$ cat src/rtl/rv32_writeback_arbiter.sv
// rv32_writeback_arbiter: drives the register-file write port from the in-order pipeline
// (priority) and a FIFO of long-latency results, tracking pending long-latency destinations.
module rv32_writeback_arbiter #(
    parameter int FIFO_DEPTH = 4
) (
    input  logic        clk,
    input  logic        rst,
    input  logic        pipe_valid,
    input  logic [4:0]  pipe_rd,
    input  logic [31:0] pipe_data,
    input  logic        ll_issue,
    input  logic [4:0]  ll_issue_rd,
    input  logic        ll_valid,
    input  logic [4:0]  ll_rd,
    input  logic [31:0] ll_data,
    output logic        ll_ready,
    input  logic [4:0]  rs [3],
    output logic        rs_pending [3],
    output logic        write,
    output logic [4:0]  rw,
    output logic [31:0] d
);
    localparam int AW = $clog2(FIFO_DEPTH);
    localparam logic [AW:0] FULL = (AW+1)'(FIFO_DEPTH);

    logic [4:0]    fifo_rd_q   [FIFO_DEPTH];
    logic [31:0]   fifo_data_q [FIFO_DEPTH];
    logic [AW-1:0] wr_ptr_q, rd_ptr_q;
    logic [AW:0]   count_q;
    logic [31:0]   pending_q, pending_d;
    logic          write_q;
    logic [4:0]    rw_q;
    logic [31:0]   d_q;
    logic          pipe_take, pop, push;
    logic [4:0]    head_rd;

    // Ready looks only at registered occupancy, so a full FIFO refuses even while popping.
    assign ll_ready  = (count_q < FULL) && !rst;
    assign pipe_take = pipe_valid && pipe_rd != 5'd0;
    assign pop       = !pipe_take && count_q != '0;
    assign push      = ll_valid && ll_ready;
    assign head_rd   = fifo_rd_q[rd_ptr_q];

    assign write = write_q;
    assign rw    = rw_q;
    assign d     = d_q;

    // Clear first, then set, so a same-cycle reissue of the popped id stays pending.
    always_comb begin
        pending_d = pending_q;
        if (pop) pending_d[head_rd] = 1'b0;
        if (ll_issue) pending_d[ll_issue_rd] = 1'b1;
        pending_d[0] = 1'b0;
    end

    always_comb begin
        for (int i = 0; i < 3; i++) rs_pending[i] = pending_q[rs[i]];
    end

    always_ff @(posedge clk) begin
        if (push) begin
            fifo_rd_q[wr_ptr_q]   <= ll_rd;
            fifo_data_q[wr_ptr_q] <= ll_data;
        end
    end

    always_ff @(posedge clk) begin
        if (rst) begin
            wr_ptr_q  <= '0;
            rd_ptr_q  <= '0;
            count_q   <= '0;
            pending_q <= '0;
            write_q   <= 1'b0;
            rw_q      <= '0;
            d_q       <= '0;
        end else begin
            pending_q <= pending_d;
            count_q   <= count_q + (AW+1)'(push) - (AW+1)'(pop);
            if (push) wr_ptr_q <= wr_ptr_q + AW'(1);
            if (pop) rd_ptr_q <= rd_ptr_q + AW'(1);
            write_q <= pipe_take || (pop && head_rd != 5'd0);
            if (pipe_take) begin
                rw_q <= pipe_rd;
                d_q  <= pipe_data;
            end else if (pop) begin
                rw_q <= head_rd;
                d_q  <= fifo_data_q[rd_ptr_q];
            end
        end
    end
endmodule

$ cat config.mk
export PLATFORM = sky130hd
export DESIGN_NAME = rv32_writeback_arbiter
export DESIGN_NICKNAME = d
export VERILOG_FILES = /design/src/rtl/rv32_writeback_arbiter.sv
export SDC_FILE = /design/constraint.sdc
export NUM_CORES = 1
export LEC_CHECK = 0
export CAP_MARGIN = 20
export CORE_MARGIN = 2
export CORE_UTILIZATION = 45
export DETAILED_ROUTE_END_ITERATION = 10
export GPL_TIMING_DRIVEN = 1
export PLACE_DENSITY = 0.68
export SLEW_MARGIN = 20
export SYNTH_ARGS = -nofsm -noshare
export SYNTH_HDL_FRONTEND = slang
export SYNTH_SLANG_ARGS = --single-unit
export TNS_END_PERCENT = 5
$ cat constraint.sdc
create_clock -name clk -period 2.93 [get_ports clk]
set_input_delay 0.586 -clock clk [delete_from_list [all_inputs] [get_ports clk]]
set_output_delay 0.586 -clock clk [all_outputs]
set_load 0.02 [all_outputs]
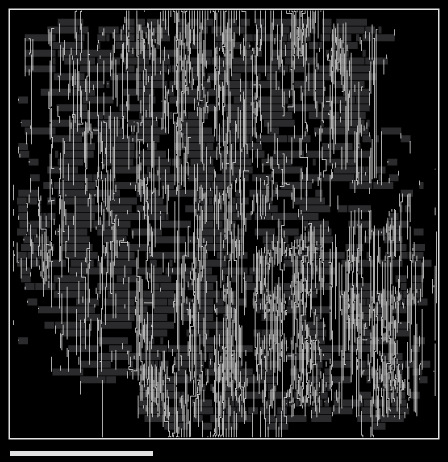
(images/met2.png)
Scale bar: 50 µm.
main direction	vertical
longest straight run	64.9 µm
routing usage on met2: 0.379
total number of vias: 6578
aggregate routed wire length: 24100 µm

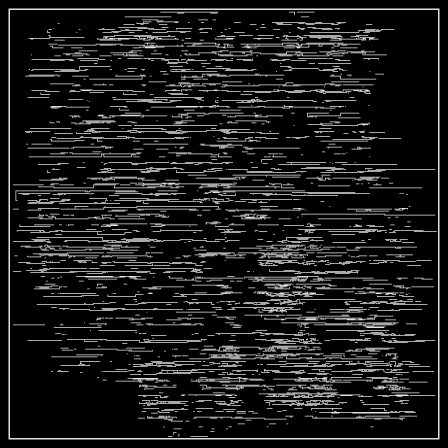
(images/met1.png)
nets with wire on the layer	880
share of all routed wire	41%
wire length on this layer	9870 µm
main direction	horizontal
longest straight run	32.2 µm

==> summary.txt <==
Physical design

The flow ran to the end, and the final reports show no timing, DRC or antenna violations. The area used by sequential logic in the layout stands at 0.00601 mm². The relative slew slack stands at 0.425. The slowest stage of the critical path is the clkdlybuf4s50_1 cell. The cell type that accounts for the most area after synthesis is edfxtp_1. The share of the core area taken by cells at floorplan is 0.457. Of the total power, the clock network draws 0.325. TritonCTS built the clock tree.

The combinational share of power stands at 0.254. The worst hold path passes through 2 cells. The highest ir drop seen on vdd stands at 0.000472 V. Post-route period utilization is reported as 0.985. The final layout report lists a clock buffer count of 36.

The count of instantiated cells in the yosys netlist stands at 687. The site row count stands at 53. Per the final timing report, the hold violations number 0.

For this run the aggregate overflow at the end of global routing stands at 0. The adder and majority cell fraction of the synthesized area stands at 0.00994. Per the layout report, the design carries 6 non-clock inverters. The core outline area stands at 0.0210 mm². The worst-case setup margin in the final layout stands at 0.0431 ns. The max-capacitance violation count stands at 0. Power attributed to combinational cells is 0.00228 W. The most used flip-flop cell after synthesis is edfxtp_1. The clock period could shrink to 2.89 ns. The final report lists a non-filler cell total of 1144.

The combinational fraction of the cell area stands at 0.274. The number of nets handed over by synthesis was 793. The share of the Yosys chip area taken by registers is 0.628.

The via count normalized by instance count stands at 5.75. The number of buffers and inverters on the critical path stands at 2. The tree is rooted in a clkbuf_16.

The clock-pin slew reported for the worst setup and hold paths after clock tree synthesis stands at 0.06 ns. Entering global routing, the biggest net connects 78 pins. The switching component of the power was reported as 0.00264 W. After technology mapping, the gate count stands at 687. The logic depth of the worst register-to-register path stands at 4. The required time of the critical path stands at 2.34 ns.

The clock network latency to the later pin of the worst-skew pair stands at 0.50 ns. By instance count after routing, the leading logic cell type is edfxtp_1. The number of warnings reported in the stage logs is 31. The first global-routing pass estimated 37400 µm of wire. The largest register by flop count is fifo_data_q. The completed layout was analyzed and its total power is 0.00897 W. The die span in y stands at 150 µm. Derived from the worst setup path, the maximum achievable clock frequency is 0.346 GHz. Per the timing report, the most critical flop-to-flop path finishes at pending_q[21].

The synthesis log from Yosys contains 0 warnings. The number of global-route vias before repair stands at 6908. The number of gates given a new drive strength after cts stands at 16. Per the CTS log, the maximum H-tree level is 1. By startpoint and endpoint, the worst setup path is classified as input pin to output pin. The antenna diode count stands at 1. In the power breakdown, the biggest contributor is sequential cells. In this run the number of cells on the critical path is 6.

The sequential cell power stands at 0.00378 W. The number of antenna violations at the first check in global routing stands at 0. Detailed routing placed a total of 12500 µm of wire on met2. According to the hold report, the worst path is of the flip-flop to flip-flop type. The area fraction in compound gates after synthesis stands at 0.0889.

The main area contributors are edfxtp_1 46%, dfxtp_1 16%, mux4_2 13%. In the detailed route, the total length drawn on met3 is 1040 µm. The number of multi-input combinational cells stands at 408.

The final weighted congestion recorded by global placement is 0.892. The biggest slice of the area belongs to sequential cells. CTS added clock buffers totalling 24.

Counting flops with an async set or reset pin after synthesis yields a share of 0. In this run the deepest clock path goes through 3 buffers. The iteration tally of the first detailed-router pass stands at 5. The gate-level netlist out of Yosys references 39 unique cell types.

The post-route antenna net violation count stands at 0. For reference, the critical path is captured by rs_pending[0]. Measured on the final layout, the clock distribution area share stands at 0.0626. Per STA, the startpoint of the critical path is rs[0]. For the worst min-delay path, the startpoint reported by OpenROAD is d[17]. The well-tap cell count stands at 275. The final timing report lists a max-slew violation count of 0.

A synthesized cell averages 13.9 µm². The path with the worst hold slack has its endpoint at d[17]. The register with the most flip-flops in the layout has 128 of them. The I/O pin count stands at 141. Setup slack on the worst path after placement came out at -0.493 ns. The script parses the final routing iteration and logs DRC violations as 0. The flow measured a signed area growth from synthesis to layout of 28.4%. Signal nets in the final route climb as high as met4. In this run, the number of DRC markers left after iteration 0 of detailed routing was 534. The global routing stage identified its most utilized layer as met2. Counting flops with a built-in enable in the synthesized netlist gives 148. Fill cells in the final layout number 1703. The power in the clock group stands at 0.00292 W. The finished layout cell area stands at 0.0123 mm².

Power spread over the standard cell area amounts to 730 mW/mm². Data on the critical path arrives at its endpoint at 2.30 ns. The mapped netlist covers 0.00957 mm².

Setup repair after global routing could not meet its margin everywhere. The switching part of the total stands at 0.294. The final layout report lists a non-clock buffer count of 185. In the post-synthesis netlist, the cell with the most instances is edfxtp_1.

STA classifies the critical path endpoint as an output pin. The register-to-register path setup slack stands at 0.57 ns. The simple-gate share of the synthesized area stands at 0.0933.

The area taken by multi-input combinational cells is reported as 0.00337 mm². The total setup buffers inserted after CTS stands at 0. The number of clock sinks stands at 226. The number of flip-flops and latches in the synthesized netlist stands at 226. For this block, wires on met1 add up to 9870 µm.

Ranking logic cells in the layout by count gives the top entries 148 x edfxtp_1, 130 x clkdlybuf4s50_1, 109 x nand2_1. For reference, the top cells by count after synthesis are 148 x edfxtp_1, 109 x nand2_1, 78 x dfxtp_1. The floorplan step defined a die boundary enclosing 0.0224 mm². The slew at the pin closest to its max-slew limit stands at 0.863 ns. The report shows a maximum critical-path fanout of 2.
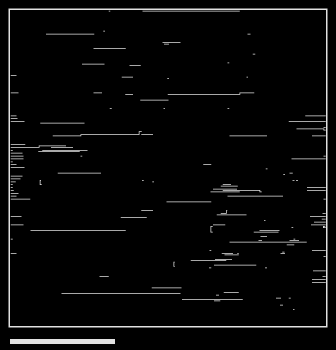
(images/met3.png)
Scale bar: 50 µm.
main direction	horizontal
share of all routed wire	4.3%

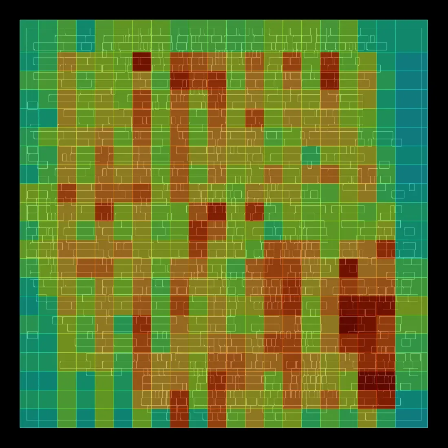
(images/final_congestion.png)
routed len/inst: 21.1 µm
met1 Track Usage GR: 0.274
global routing met3 resource utilization: 0.0244
final core area utilization: 0.586
aggregate global-route resource usage: 0.216

No activity file was given, so power comes from the tool's default toggle rates.
